`src/rtl/alu_operand_sequencer.sv`:
```
// alu_operand_sequencer
//   Input stage in front of the 4-bit ALU. The module synchronizes the board switches.
//   It synchronizes and debounces the two push buttons, turning each clean press into a
//   one-cycle pulse. A small FSM uses those pulses to capture operand A, operand B, and then
//   {op, mode, c_in}. The captured values drive the ALU directly from registers.
//   Ports:
//     clk, rst             single clock domain; rst is synchronous and active-high
//     sw_data/op/mode/cin  raw switch levels (asynchronous)
//     btn_next, btn_clear  raw, bouncy push buttons (asynchronous)
//     a, b, op, mode, c_in registered operand set
//     operands_valid       one-cycle strobe after the opcode capture completes a set
//     state                FSM state for the LEDs (00 A, 01 B, 10 OP, 11 RUN)
module alu_operand_sequencer #(
    parameter int unsigned DEBOUNCE_CYCLES = 1_000_000,
    parameter int unsigned DATA_W          = 4,
    parameter int unsigned OP_W            = 3
) (
    input  logic              clk,
    input  logic              rst,
    input  logic [DATA_W-1:0] sw_data,
    input  logic [OP_W-1:0]   sw_op,
    input  logic              sw_mode,
    input  logic              sw_cin,
    input  logic              btn_next,
    input  logic              btn_clear,
    output logic [DATA_W-1:0] a,
    output logic [DATA_W-1:0] b,
    output logic [OP_W-1:0]   op,
    output logic              mode,
    output logic              c_in,
    output logic              operands_valid,
    output logic [1:0]        state
);

    localparam int unsigned CNT_W = (DEBOUNCE_CYCLES > 1) ? $clog2(DEBOUNCE_CYCLES) : 1;
    localparam int unsigned SW_W  = DATA_W + OP_W + 2;
    localparam int unsigned BTN_NEXT  = 0;
    localparam int unsigned BTN_CLEAR = 1;

    typedef enum logic [1:0] {
        S_A   = 2'b00,
        S_B   = 2'b01,
        S_OP  = 2'b10,
        S_RUN = 2'b11
    } state_t;

    logic [SW_W-1:0]   sw_s1_q, sw_s1_d, sw_s2_q, sw_s2_d;
    logic [1:0]        btn_s1_q, btn_s1_d, btn_s2_q, btn_s2_d;
    logic [1:0]        lvl_q, lvl_d;
    logic [1:0]        press_q, press_d;
    logic [CNT_W-1:0]  cnt_q [2];
    logic [CNT_W-1:0]  cnt_d [2];

    state_t            state_q, state_d;
    logic [DATA_W-1:0] a_q, a_d, b_q, b_d;
    logic [OP_W-1:0]   op_q, op_d;
    logic              mode_q, mode_d, c_in_q, c_in_d;
    logic              valid_q, valid_d;

    logic [DATA_W-1:0] sw_data_s;
    logic [OP_W-1:0]   sw_op_s;
    logic              sw_mode_s, sw_cin_s;

    assign sw_data_s = sw_s2_q[SW_W-1 -: DATA_W];
    assign sw_op_s   = sw_s2_q[OP_W+1 -: OP_W];
    assign sw_mode_s = sw_s2_q[1];
    assign sw_cin_s  = sw_s2_q[0];

    // Input conditioning. A debounce counter runs only while the synced value differs
    // from the accepted level; agreement zeroes it. A press pulse is produced on a 0->1
    // acceptance and registered, so the FSM sees it one cycle after the level change.
    always_comb begin
        sw_s1_d  = {sw_data, sw_op, sw_mode, sw_cin};
        sw_s2_d  = sw_s1_q;
        btn_s1_d = {btn_clear, btn_next};
        btn_s2_d = btn_s1_q;
        lvl_d    = lvl_q;
        press_d  = '0;
        for (int unsigned i = 0; i < 2; i++) begin
            cnt_d[i] = '0;
            if (btn_s2_q[i] != lvl_q[i]) begin
                if (cnt_q[i] == CNT_W'(DEBOUNCE_CYCLES - 1)) begin
                    lvl_d[i]   = btn_s2_q[i];
                    press_d[i] = btn_s2_q[i];
                end else begin
                    cnt_d[i] = cnt_q[i] + 1'b1;
                end
            end
        end
    end

    // Operand FSM: clear outranks next.
    always_comb begin
        state_d = state_q;
        a_d     = a_q;
        b_d     = b_q;
        op_d    = op_q;
        mode_d  = mode_q;
        c_in_d  = c_in_q;
        valid_d = 1'b0;
        if (press_q[BTN_CLEAR]) begin
            state_d = S_A;
            a_d     = '0;
            b_d     = '0;
            op_d    = '0;
            mode_d  = 1'b0;
            c_in_d  = 1'b0;
        end else if (press_q[BTN_NEXT]) begin
            unique case (state_q)
                S_A: begin
                    a_d     = sw_data_s;
                    state_d = S_B;
                end
                S_B: begin
                    b_d     = sw_data_s;
                    state_d = S_OP;
                end
                S_OP: begin
                    op_d    = sw_op_s;
                    mode_d  = sw_mode_s;
                    c_in_d  = sw_cin_s;
                    valid_d = 1'b1;
                    state_d = S_RUN;
                end
                S_RUN: begin
                    state_d = S_A;
                end
                default: state_d = S_A;
            endcase
        end
    end

    always_ff @(posedge clk) begin
        if (rst) begin
            sw_s1_q  <= '0;
            sw_s2_q  <= '0;
            btn_s1_q <= '0;
            btn_s2_q <= '0;
            lvl_q    <= '0;
            press_q  <= '0;
            cnt_q    <= '{default: '0};
            state_q  <= S_A;
            a_q      <= '0;
            b_q      <= '0;
            op_q     <= '0;
            mode_q   <= 1'b0;
            c_in_q   <= 1'b0;
            valid_q  <= 1'b0;
        end else begin
            sw_s1_q  <= sw_s1_d;
            sw_s2_q  <= sw_s2_d;
            btn_s1_q <= btn_s1_d;
            btn_s2_q <= btn_s2_d;
            lvl_q    <= lvl_d;
            press_q  <= press_d;
            cnt_q    <= cnt_d;
            state_q  <= state_d;
            a_q      <= a_d;
            b_q      <= b_d;
            op_q     <= op_d;
            mode_q   <= mode_d;
            c_in_q   <= c_in_d;
            valid_q  <= valid_d;
        end
    end

    assign a              = a_q;
    assign b              = b_q;
    assign op             = op_q;
    assign mode           = mode_q;
    assign c_in           = c_in_q;
    assign operands_valid = valid_q;
    assign state          = state_q;

endmodule

```
`config.mk`:
```
export PLATFORM = sky130hd
export DESIGN_NAME = alu_operand_sequencer
export DESIGN_NICKNAME = d
export VERILOG_FILES = /design/src/rtl/alu_operand_sequencer.sv
export SDC_FILE = /design/constraint.sdc
export NUM_CORES = 1
export LEC_CHECK = 0
export ABC_AREA = 1
export CORE_MARGIN = 3
export CORE_UTILIZATION = 60
export DETAILED_ROUTE_END_ITERATION = 8
export GPL_ROUTABILITY_DRIVEN = 0
export PLACE_DENSITY = 0.82
export SLEW_MARGIN = 5
export SYNTH_ARGS = -nofsm -noshare
export SYNTH_HDL_FRONTEND = slang
export SYNTH_SLANG_ARGS = --single-unit
```
`constraint.sdc`:
```
create_clock -name clk -period 2.37 [get_ports clk]
set_input_delay 0.5925 -clock clk [delete_from_list [all_inputs] [get_ports clk]]
set_output_delay 0.5925 -clock clk [all_outputs]
set_load 0.05 [all_outputs]
```
==> impl.org, run 1 <==
* Flow results

** Status
- Result of the run :: complete, no violations

** Clocking
- The registers of the reported paths see a clock transition of 0.09 ns.
- Number of gates resized after cts :: 0
- TritonCTS built the clock tree.
- The clock passes through at most 2 buffers.
- Hold repair after CTS inserted 0 buffers.

** Layout
- After layout the signal buffers, clock cells excluded, come to 7.36% of cell area.
- Total number of nets in the final design :: 567
- Counting the clock-network buffers in the layout gives 9.
- Summing all flip-flop and latch instances after layout gives 1640 µm².
- Number of sequential cells :: 82
- Non-clock inverters in the final layout number 75.
- The number of multi-input combinational cells in the layout is 349.
- Filler Cells Inserted :: 432
- Final core utilization :: 72.9%
- Final std cells w/o fill :: 625
- The largest cell class by area is flip-flops and latches.
- The number of antenna diodes in the final layout is 0.

** Logic synthesis
- Summed over its instances, the top area cell type makes up 45.9% of the synthesized netlist area.
- Proportion of synthesized area in mux cells :: 0%
- Cell count listed in synth_stat.txt :: 513
- In the synthesized netlist, the number of instances is 513.
- Among all flip-flop cells after synthesis, the most frequent one is dfxtp_1.
- Post-Synthesis Mean Instance Area :: 6.98 µm²
- Top-count cell post-synth :: nor2_1
- Synthesized cell area :: 3580 µm²
- Counting flops with a built-in enable in the synthesized netlist gives 0.
- Part of the Yosys area used for sequential elements :: 45.9%
- The chip area line in the Yosys stat output reads 3580 µm².
- AO/OA Area Share :: 5.14%
- Yosys mapped the design onto 24 distinct sky130hd cell types.
- Number of flip-flops and latches in the synthesized netlist :: 82

** STA
- Tightest slew margin relative to the limit :: 60.9%
- TNS Setup :: 0 ns
- Actual transition at the worst max-transition pin :: 0.584 ns
- Count of endpoints failing hold in the final timing report :: 0
- RSZ-0062 raised after global routing :: no

** Placed design
- The placement report lists the number of port buffers as 28.
- Placed Instances :: 609
- In the placement report, post-DP HPWL is listed as 5010 µm.

** Power
- Sequential power share :: 59.1%
- PnR Total Power :: 2.37 mW
- Power Density :: 577 nW/µm²
- The analysis attributes to cell leakage a power of 1.55 nW.

** Worst setup path
- Delay-heaviest family, CP :: buffers and inverters
- Max fanout on the critical path was recorded as 4.
- The worst setup path is launched from a flip-flop.
- Per STA, the worst path is made up of clkdlybuf4s50_1.
- The critical path's slowest stage uses the library cell clkdlybuf4s50_1.
- Critical path launch point :: state[0]

** Floorplan
- Pre-Place Util :: 63.5%
- IO Pins :: 29
- Tapcells inserted :: 72
- Std-Cell Core Area :: 5640 µm²

** Global route
- Global-route wire length before repair :: 12100 µm
- Global routing used 21.0% of the available tracks.
- Pin count of the biggest net entering global routing :: 21
- Gr ovfl total :: 0

** Route
- In the final routed layout, each cell accounts on average for 10.8 µm.
- Total Routed Length :: 6750 µm
- The violation tally recorded at the end of detailed-routing iteration 0 is 120.
- TritonRoute pass-1 iters :: 4
- The DRC violation total left in the routed layout is recorded as 0.
- The routed layout has 3085 vias.

** Min path
- Class of the tightest hold or removal check :: flip-flop to flip-flop
- The launch point of the worst min-delay path is recorded as sw_s1_q[5].
run 1: path summary, 6_finish.rpt:
path	endpoint	slack, ns	cells past startpoint
setup reg to reg	cnt_q[18]	0.70	8
hold / removal	sw_s2_q[5]	0.40	2
hold reg to reg	sw_s2_q[5]	0.40	2
setup / recovery	state[0]	0.22	1
run 1: state kept, by name, summed over array words and instances (netlist names):
name,count
btn_s2_q,2
a,4
lvl_q,2
press_q,2
state,2
c_in,1
sw_s1_q,9
mode,1
sw_s2_q,9
op,3
b,4
btn_s1_q,2
cnt_q,40
operands_valid,1
run 1: power groups by stage:
| stage | Sequential (mW) | Clock [mW] | Combinational [mW] |
|---|---|---|---|
| 2_1_floorplan | 1.43 | 0 | 0.0357 |
| 3_3_place_gp | 1.43 | 0 | 0.0606 |
| 3_5_place_dp | 1.43 | 0 | 0.0635 |
| 4_1_cts | 1.40 | 0.930 | 0.0637 |
| 5_1_grt | 1.40 | 0.997 | 0.0724 |
| 6_report | 1.40 | 0.907 | 0.0629 |
run 1: layout by cell type (no fill, tap or decap), types with 3 or more instances in the layout:
cell type / instances
clkbuf_8: 9
nor2_1: 130
clkdlybuf4s50_1: 28
a21oi_1: 18
nand3_2: 3
xnor2_1: 6
xor2_1: 13
nor3_1: 4
dfxtp_1: 82
buf_4: 3
o21ai_0: 15
nand2_1: 107
nand4_1: 11
ha_1: 6
nand3_1: 28
inv_1: 75
clkinvlp_4: 3
run 1: per-layer routing:
layer	GRT usage (%)	up-vias	wire length (µm)	share of wire [%]
met5	0	-	0	0
met4	8.32	0	64	0.95
met3	6.05	7	219	3.2
met2	36.7	53	3260	48
met1	24.0	1381	3200	47
li1	-	1644	-	-
run_1/power_grid.png
The bar under the picture is 20 µm long. Pins as bars on the die edge. Tap cells in gray.
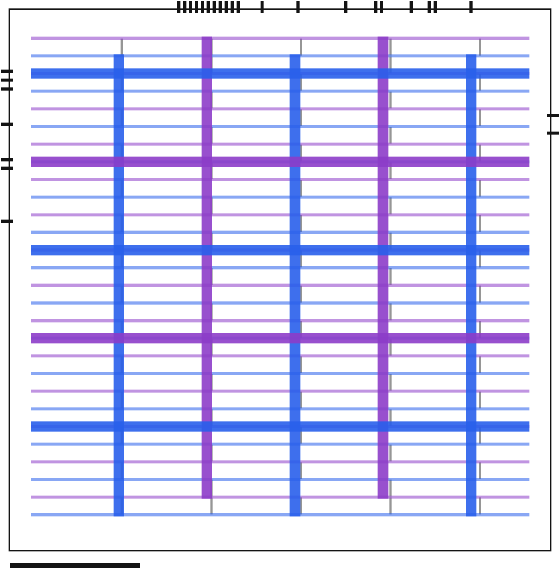
| net | color |
|---|---|
| VSS | blue |
| VDD | purple |
tap cells: 72
met1 rails: 28
die x size: 83.2 µm
VDD IR max: 0.537 mV

run_1/placement_by_type.png
The bar under the picture is 20 µm long.
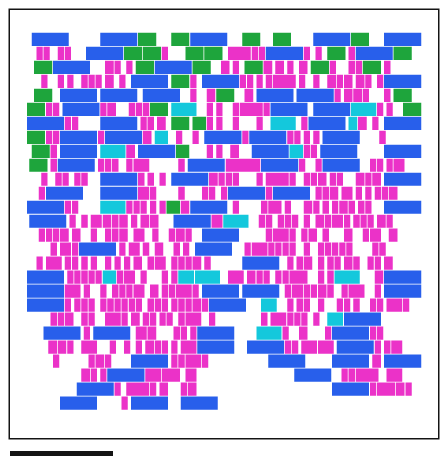
| class | color | cells | share of their area |
|---|---|---|---|
| combinational and other logic | magenta | 424 | 47% |
| other buffers and delay cells | green | 31 | 7.5% |
| clock drivers and dummy loads | cyan | 16 | 4.4% |
| flops | blue | 82 | 41% |
final standard cell area without fillers: 4110 µm²
sequential portion of the cell area: 39.9%

run_1/clk_routes.png
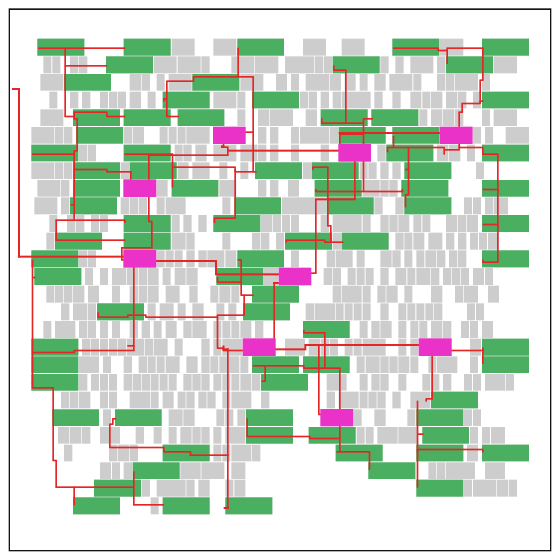
[flip-flops] green | count: 82
[clock drivers] magenta | count: 9
[clock wires] red | length: 894 µm
routed clock nets: 10
flops lie: spread over the die
clock latency at the later pin of the worst-skew pair: 0.35 ns
portion of total power attributed to the clock network: 38.3%
clock network power: 907 µW
worst setup skew after layout: 0.0142 ns

run_1/wires.png
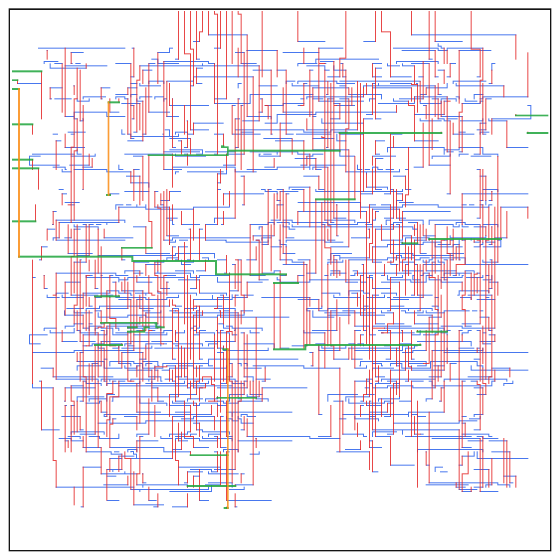

==> run 2, diff against run 1 <==
--- a/config.mk
+++ b/config.mk
@@ -6,11 +6,13 @@
 export NUM_CORES = 1
 export LEC_CHECK = 0
 export ABC_AREA = 1
+export CELL_PAD_IN_SITES_DETAIL_PLACEMENT = 1
+export CELL_PAD_IN_SITES_GLOBAL_PLACEMENT = 1
+export CORE_ASPECT_RATIO = 2
 export CORE_MARGIN = 3
-export CORE_UTILIZATION = 60
+export CORE_UTILIZATION = 45
 export DETAILED_ROUTE_END_ITERATION = 8
-export GPL_ROUTABILITY_DRIVEN = 0
-export PLACE_DENSITY = 0.82
+export PLACE_DENSITY = 0.84
 export SLEW_MARGIN = 5
 export SYNTH_ARGS = -nofsm -noshare
 export SYNTH_HDL_FRONTEND = slang
run_2/wires.png
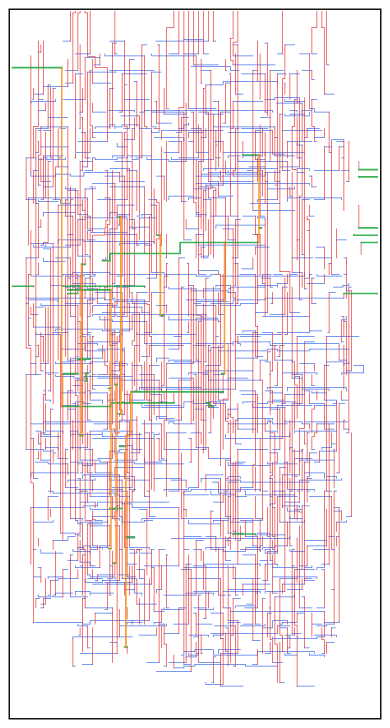
| layer | color | wire length |
|---|---|---|
| metal 1 | blue | 3360 µm |
| metal 2 | red | 6110 µm |
| metal 3 | green | 159 µm |
| metal 4 | orange | 318 µm |

==> impl.org, run 2 <==
* Flow results

** Status
- Result of the run: complete, no violations (unchanged).

** Route
- Total Routed Length :: 9950 µm (was 6750 µm)
- TritonRoute pass-1 iters :: 4 (unchanged)
- The DRC violation count after routing came to 0 (unchanged).
- The via density per instance came to 5.05 (was 4.94).
- The remaining antenna violation count after routing came to 0 (unchanged).
- The number of DRC markers after the initial detailed-route iteration was 106 (was 120).
- Total vias in the final route :: 3268 (was 3085)
- Post-DR wirelength/cell :: 15.4 µm (was 10.8 µm)

** Worst setup path
- Cell-by-cell trace of the critical path: clkdlybuf4s50_1 (unchanged).
- The family of cells with the greatest summed delay on the critical path was buffers and inverters (unchanged).
- Number of buffers and inverters on the critical path :: 1 (unchanged)
- The highest fanout seen on the critical path is 4 (unchanged).
- The nature of the critical path startpoint was a flip-flop (unchanged).
- The worst-case register-to-register setup slack came to 0.57 ns (was 0.70 ns).
- The cell with the biggest individual delay on the critical path is clkdlybuf4s50_1 (unchanged).
- Worst Path Required :: 1.78 ns (about the same)
- The worst reg2reg path depth was 7 (was 8).
- Critical path start-end classification :: flip-flop to output pin (unchanged)
- Worst reg2reg endpoint :: cnt_q[7] (was cnt_q[18])
- The critical path data arrival time was 1.57 ns (was 1.56 ns).
- Maximum cell stage delay along the critical path :: 0.83 ns (was 0.82 ns)

** Flow run
- The number of warning messages in the logs is 29 (unchanged).
- Number of maximum-capacitance constraint violations :: 0 (unchanged)

** Min path
- The source of the worst hold timing path is sw_s1_q[4] (was sw_s1_q[5]).
- Number of cells traversed by the worst hold path :: 2 (unchanged)
- Class of the tightest hold or removal check :: flip-flop to flip-flop (unchanged)
- The worst-case hold path end point is sw_s2_q[4] (was sw_s2_q[5]).

** Logic synthesis
- The area share of and/or/nand/nor cells after synthesis came to 33.3% (unchanged).
- Post-Synthesis Mean Instance Area :: 6.98 µm² (unchanged)
- The gate count of the mapped netlist was 513 (unchanged).
- XOR/XNOR Fraction of Synth Area :: 4.65% (unchanged)
- Share of flip-flops with an asynchronous set or reset after synthesis :: 0% (unchanged)
- The most used flip-flop cell is dfxtp_1 (unchanged).
- The count of flip-flops with a built-in enable after synthesis came to 0 (unchanged).
- AO/OA Area Share :: 5.14% (unchanged)
- The multiplexer share of the synthesized area was 0% (unchanged).
- Synthesized cell area :: 3580 µm² (unchanged)
- The flip-flop and latch count after synthesis was 82 (unchanged).
- Top-area cell share :: 45.9% (unchanged)
- Top post-synthesis cells by area :: dfxtp_1 46%, nor2_1 14%, nand2_1 11% (unchanged)
- Cell count listed in synth_stat.txt :: 513 (unchanged)
- Number of nets at floorplan :: 532 (unchanged)
- The share of synthesized cell area in full adder, half adder and majority cells is 2.10% (unchanged).
- The number of library cell types mapped by synthesis is 24 (unchanged).
- The share of the yosys chip area belonging to registers is 45.9% (unchanged).
- Top cells by count :: 130 x nor2_1, 107 x nand2_1, 82 x dfxtp_1, 75 x inv_1, 28 x nand3_1 (unchanged)
- The leading area contributor after synthesis was dfxtp_1 (unchanged).
- Top-count cell post-synth :: nor2_1 (unchanged)
- Largest family of logic cells by area :: simple AND/OR/NAND/NOR gates (unchanged)
- Synthesis area per yosys :: 3580 µm² (unchanged)
- Yosys warning count :: 0 (unchanged)

** Layout
- The total number of nets in the final design was 567 (unchanged).
- Max reg flops :: 40 (unchanged)
- Registers with the most flip-flops :: cnt_q x40, sw_s1_q x9, sw_s2_q x9 (unchanged)
- The growth of design area from synthesis to finish came to 19.1% (was 14.9%).
- Inserted Diodes :: 0 (unchanged)
- The register bank with the most flops was cnt_q (unchanged).
- The number of fill cells in the layout is 1020 (was 432).
- Most common logic cells in the final layout :: 130 x nor2_1, 107 x nand2_1, 82 x dfxtp_1 (unchanged)
- Dominant logic cell type in the layout :: nor2_1 (unchanged)
- Share of layout cells above drive strength 1 :: 4.70% (unchanged)

** Power
- Clock network power :: 1.43 mW (was 907 µW)
- The relative contribution of the clock network to total power was 49.2% (was 38.3%).
- Reported leakage power :: 1.62 nW (was 1.55 nW)
- The power drawn by the combinational cells was 68.9 µW (was 62.9 µW).
- The share of power burned in registers is 48.4% (was 59.1%).
- Relative contribution of combinational cells to total power :: 2.4% (was 2.7%)
- Top Consumer :: clock (was sequential cells)
- Net load switching power :: 649 µW (was 559 µW)
- The power per cell area was 681 nW/µm² (was 577 nW/µm²).
- The power drawn by the sequential cells came to 1.41 mW (was 1.40 mW).
- VDD IR max :: 0.411 mV (was 0.537 mV)
- Fraction of power spent switching nets :: 22.4% (was 23.6%)
- Cell internal pwr :: 2.25 mW (was 1.81 mW)

** STA
- The minimum clock period is 2.16 ns (was 2.15 ns).
- The hold violation total from the final report came to 0 (unchanged).
- The period utilization was 91.3% (was 90.8%).
- Setup-failing EPs final :: 0 (unchanged)
- The clock skew is 0.00559 ns (was 0.0142 ns).
- Highest achievable clock rate :: 462 MHz (was 465 MHz)
- RSZ-0062 raised after global routing :: no (unchanged)
- The normalized max-slew margin is 59.0% (was 60.9%).
- TNS Setup :: 0 ns (unchanged)
- The slew of the pin with the lowest slew margin is 0.612 ns (was 0.584 ns).
- The post-layout worst setup margin came to 0.206 ns (was 0.219 ns).

** Floorplan
- Pre-Place Util :: 46.7% (was 63.5%)
- Chip area :: 9130 µm² (was 6930 µm²)
- The top-level I/O count is 29 (unchanged).
- The number of placement rows was 45 (was 27).

** Clocking
- # H-tree levels :: 3 (unchanged)
- The clock insertion delay at the later pin of the skew report came to 0.34 ns (was 0.35 ns).
- Hold Buf Count CTS :: 0 (unchanged)
- Root buffer cell :: clkbuf_16 (was clkbuf_8)
- Number of gates resized after cts :: 0 (unchanged)
- The number of buffers created by CTS came to 9 (unchanged).
- Setup bufs post-CTS :: 0 (unchanged)
- Clock transition at path regs :: 0.07 ns (was 0.09 ns)
- The number of buffers between clock root and the deepest sink came to 2 (unchanged).
- The clock tree from TritonCTS is done (unchanged).

** Placed design
- The detailed-placement wirelength estimate came to 7160 µm (was 5010 µm).
- Count of port buffers added during placement :: 28 (unchanged)
- Final Wtd Congestion :: 0.877
- Pre-CTS worst setup slack :: 0.160 ns (was 0.262 ns)

** Global route
- Pin count of the biggest net entering global routing :: 21 (unchanged)
- Initial antenna violation count :: 0 (unchanged)
- Gr ovfl total :: 0 (unchanged)
- Aggregate global-route resource usage :: 23.2% (was 21.0%)
- Global-route wire length before repair :: 16900 µm (was 12100 µm)
- Number of global-route vias before repair :: 3576 (was 2998)
run_2/power_grid.png
The bar under the picture is 20 µm long. Pins as bars on the die edge. Tap cells in gray.
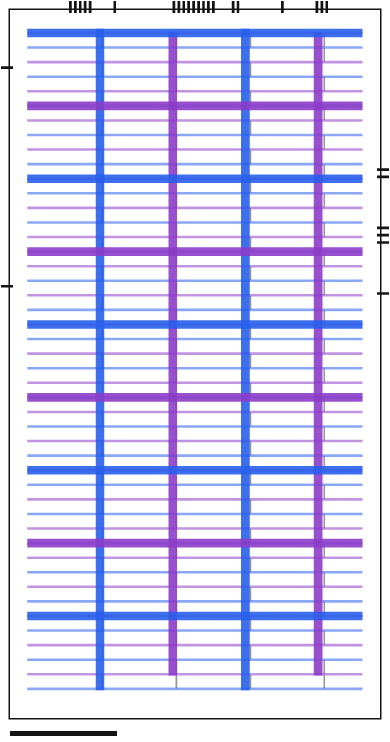
| net | color |
|---|---|
| VDD | purple |
| VSS | blue |
rows: 45
tap cells: 94
met1 rails: 46
met4 straps: 4
Std-Cell Core Area: 7660 µm²
die boundary height: 132 µm
die x size: 69.1 µm

run 2: cell counts after synthesis:
Identical to the previous run, type by type.
run 2: metal layers:
metal  wire length (µm)  vias to the layer above  track usage (%)
met5                  0                        -                0
met4                317                        0             11.0
met3                158                       22             2.60
met2               6110                       45             48.0
met1               3360                     1566             21.3
li1                   -                     1635                -
run 2: how the worst max path moves through the flow:
| stage | from | to | slack, ns | cells past startpoint |
|---|---|---|---|---|
| 2_1_floorplan | state[0] | c_in | 0.85 | 6 |
| 3_3_place_gp | rst | a[2] | 0.24 | 4 |
| 3_5_place_dp | rst | op[1] | 0.16 | 4 |
| 4_1_cts | state[0] | state[0] | 0.19 | 1 |
| 5_1_grt | state[0] | state[0] | 0.17 | 1 |
| 6_report | state[0] | state[0] | 0.21 | 1 |
run 2: final cells by class:
type                            instances  area (µm²)  share of cell area (%)
Sequential cell                        82        1640                    38.5
Multi-Input combinational cell        349        1620                    38.0
Inverter                               75         282                    6.60
Clock inverter                          7        76.3                    1.79
Tap cell                               94         118                    2.76
Clock buffer                            9         225                    5.28
Timing Repair Buffer                   31         303                    7.10
run 2: per-stage QoR:
stage | power [mW] | std cells | hold WS [ns] | cell area, µm² | util (%)
6_report | 2.90 | 647 | 0.412 | 4260 | 55.7
5_1_grt | 2.99 | 647 | 0.431 | 4260 | 55.7
4_1_cts | 2.92 | 647 | 0.412 | 4260 | 55.7
3_5_place_dp | 1.50 | 631 | 0.399 | 3960 | 51.7
3_3_place_gp | 1.50 | 631 | 0.391 | 3960 | 51.7
2_1_floorplan | 1.47 | 513 | 0.388 | 3580 | -
run 2: worst min-delay path: stages (launching register included):
cell and delay [ns]:
dfxtp_1 0.30, inv_1 0.04, nor2_1 0.03
==> run 3, diff against run 2 <==
--- a/config.mk
+++ b/config.mk
@@ -10,9 +10,9 @@
 export CELL_PAD_IN_SITES_GLOBAL_PLACEMENT = 1
 export CORE_ASPECT_RATIO = 2
 export CORE_MARGIN = 3
-export CORE_UTILIZATION = 45
+export CORE_UTILIZATION = 41
 export DETAILED_ROUTE_END_ITERATION = 8
-export PLACE_DENSITY = 0.84
+export PLACE_DENSITY = 0.78
 export SLEW_MARGIN = 5
 export SYNTH_ARGS = -nofsm -noshare
 export SYNTH_HDL_FRONTEND = slang
==> constraint.sdc (replaced) <==
create_clock -name clk -period 2.1 [get_ports clk]
set_input_delay 0.525 -clock clk [delete_from_list [all_inputs] [get_ports clk]]
set_output_delay 0.525 -clock clk [all_outputs]
set_load 0.05 [all_outputs]
run_3/power_grid.png
The bar under the picture is 20 µm long. Pins as bars on the die edge. Tap cells in gray.
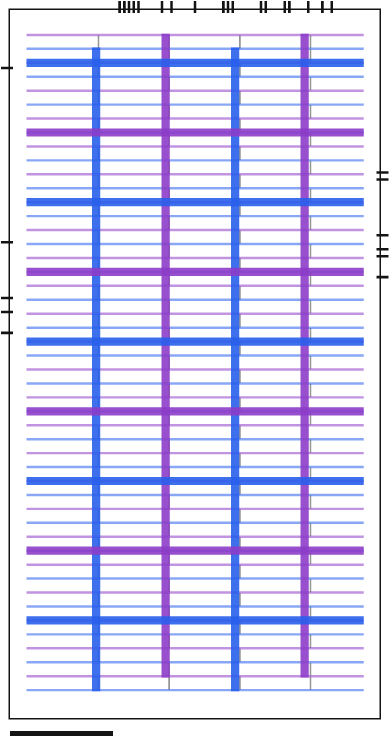
| net | color |
|---|---|
| VDD | purple |
| VSS | blue |
tap cells: 98
rows: 47
die x size: 72.1 µm
VDD IR max: 0.472 mV
die boundary height: 138 µm
Std-Cell Core Area: 8410 µm²

run_3/placement_by_type.png
The bar under the picture is 20 µm long.
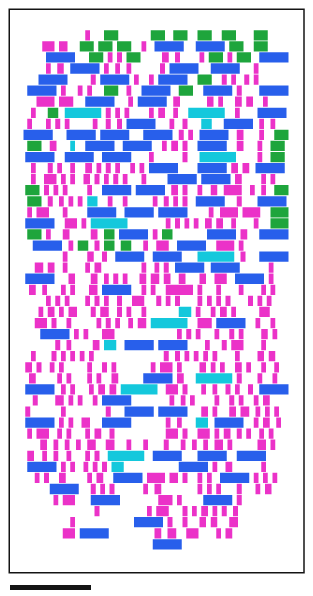
| class | color | cells | share of their area |
|---|---|---|---|
| other buffers and delay cells | green | 34 | 8.0% |
| flops | blue | 82 | 40% |
| clock drivers and dummy loads | cyan | 16 | 6.7% |
| combinational and other logic | magenta | 424 | 46% |
final core utilization: 50.8%
sequential portion of the cell area: 38.4%

==> impl.org, run 3 <==
* Flow results

** Status
- Result of the run :: complete, no violations (unchanged)

** Worst setup path
- Delay-heaviest family, CP :: buffers and inverters (unchanged)
- The endpoint required time on the critical path came to 1.57 ns (was 1.78 ns).
- The critical path data arrival time came to 1.50 ns (was 1.57 ns).
- Highest fanout seen on the critical path :: 2 (was 4)
- Maximum cell stage delay along the critical path :: 0.81 ns (was 0.83 ns)
- Highest-delay cell along the critical path :: clkdlybuf4s50_1 (unchanged)
- Startpoint class of the critical path :: flip-flop (unchanged)

** STA
- RSZ-0062 raised after global routing: no (unchanged).
- Worst setup skew after layout :: 0.00717 ns (was 0.00559 ns)
- Actual transition at the worst max-transition pin :: 0.506 ns (was 0.612 ns)
- In the finished design, the share of the clock period the worst path needs comes to 96.4%.
- Tightest slew margin relative to the limit :: 66.2% (was 59.0%)
- The worst path in the final design needs a cycle of 2.02 ns, including I/O delays and setup.
- Count of endpoints failing hold in the final timing report :: 0 (unchanged)

** Floorplan
- The full die area came to 9960 µm² (was 9130 µm²).
- The number of placement rows was 47 (was 45).
- Pre-Place Util :: 42.6% (was 46.7%)
- The top-level I/O count came to 29 (unchanged).

** Clocking
- The number of buffers created by CTS came to 9 (unchanged).
- TritonCTS clock tree :: done (unchanged)
- Maximum clock path buffer count :: 2 (unchanged)
- The CTS H-tree depth is 3 (unchanged).
- Number of gates resized after cts :: 0 (unchanged)
- The root cell of the clock tree is clkbuf_16 (unchanged).
- The clock insertion delay at the later pin of the skew report was 0.34 ns (about the same).
- The setup fix buffers added after clock tree synthesis was 0 (unchanged).

** Global route
- The number of antenna violations at the first check in global routing came to 0 (unchanged).
- Aggregate global-route resource usage :: 20.0% (was 23.2%)

** Power
- The power per cell area came to 733 nW/µm² (was 681 nW/µm²).
- The share of power burned in registers is 50.5% (was 48.4%).
- The power drawn by the sequential cells came to 1.58 mW (was 1.41 mW).
- Fraction of power spent switching nets :: 22.5% (was 22.4%)
- The power share of the combinational group came to 2.5% (was 2.4%).
- Portion of total power attributed to the clock network :: 47.0% (was 49.2%)
- Clock network power :: 1.47 mW (was 1.43 mW)
- Reported leakage power :: 1.65 nW (was 1.62 nW)
- Top Consumer :: sequential cells (was clock)
- The switching power was 706 µW (was 649 µW).

** Logic synthesis
- Part of the Yosys area used for sequential elements :: 45.9% (unchanged)
- The net count after synthesis was 532 (unchanged).
- Number of enable flip-flop cells :: 0 (unchanged)
- Cell count listed in synth_stat.txt :: 513 (unchanged)
- The mapped cell area is 3580 µm² (unchanged).
- The gate count of the mapped netlist came to 513 (unchanged).
- The number of warning messages in the yosys log is 0 (unchanged).
- Top-area cell share :: 45.9% (unchanged)
- The leading area contributor after synthesis was dfxtp_1 (unchanged).
- The most frequent cell after synthesis is nor2_1 (unchanged).
- Synthesis area per yosys :: 3580 µm² (unchanged)

** Layout
- Most common logic cells in the final layout: 130 x nor2_1, 107 x nand2_1, 82 x dfxtp_1 (unchanged).
- Area added between synthesis and finish :: 19.4% (was 19.1%)
- Flip-flop and latch area :: 1640 µm² (unchanged)
- The flip-flop count of the largest register after layout is 40 (unchanged).
- The area of combinational cells with multiple inputs was 1620 µm² (unchanged).
- Total number of nets in the final design :: 570 (was 567)
- The final antenna diode count was 0 (unchanged).
- Registers with the most flip-flops :: cnt_q x40, sw_s1_q x9, sw_s2_q x9 (unchanged)

** Min path
- The path type of the worst min-delay path was flip-flop to flip-flop (unchanged).

** Route
- The via density per instance was 4.96 (was 5.05).
- Total vias in the final route :: 3246 (was 3268)
- The wire length on met3 was 186 µm (was 158 µm).
- The final wirelength is 9150 µm (was 9950 µm).
- The highest signal layer in the routed design is met4 (unchanged).
- The met2 layer wire length in the routed design is 5610 µm (was 6110 µm).
- The met1 wire length was 3050 µm (was 3360 µm).
- The number of detailed-routing iterations run before antenna repair was 4 (unchanged).

** Placed design
- Final HPWL DP :: 7210 µm (was 7160 µm)
- The final weighted congestion in routability-driven placement was 0.833 (was 0.877).

** Flow run
- The number of violations of the max-capacitance limit came to 0 (unchanged).
- The number of warning messages in the logs is 29 (unchanged).
run 3: stage by stage:
| step | worst slack (ns) | instances | utilization (%) | hold slack, ns | area (µm²) |
|---|---|---|---|---|---|
| 2_1_floorplan | 0.579 | 513 | - | 0.388 | 3580 |
| 3_3_place_gp | 0.266 | 638 | 47.4 | 0.395 | 3990 |
| 3_5_place_dp | 0.199 | 638 | 47.4 | 0.398 | 3990 |
| 4_1_cts | 0.0341 | 654 | 50.8 | 0.406 | 4270 |
| 5_1_grt | 0.0277 | 654 | 50.8 | 0.417 | 4270 |
| 6_report | 0.0757 | 654 | 50.8 | 0.403 | 4270 |
run 3: path summary, 6_finish.rpt:
kind,from,endpoint,slack [ns],depth (start not counted)
worst min register to register,sw_s1_q[4],sw_s2_q[4],0.40,2
worst min-delay path,sw_s1_q[4],sw_s2_q[4],0.40,2
worst max-delay path,c_in,c_in,0.08,1
worst max register to register,cnt_q[1],cnt_q[18],0.48,8
run 3: area by class of cell:
type                    count  area share, %
inverters                  75           6.59
repair buffers             34           7.73
multi-input cells         349           37.9
clock buffers              10           5.36
well taps                  98           2.87
flip-flops and latches     82           38.4
clock inverters             6           1.17
run 3: logic make-up (layout without fill, tap and decap cells):
| group | count (synthesis) | in the layout | synth area share [%] |
|---|---|---|---|
| DFF | 82 | 82 | 45.9 |
| xor gates and xnor gates | 19 | 19 | 4.65 |
| buffers and inverters | 82 | 125 | 8.91 |
| adders and majority gates | 6 | 6 | 2.10 |
| AOI/OAI and AO/OA | 34 | 34 | 5.14 |
| and+or+nand+nor | 290 | 290 | 33.3 |
run 3: per-layer routing:
layer,track usage [%],vias up
met2,39.5,44
met1,17.9,1527
met4,9.51,0
met5,0,-
li1,-,1651
met3,4.22,24
Power figures rest on the tool's default switching activity, not on a simulated workload.
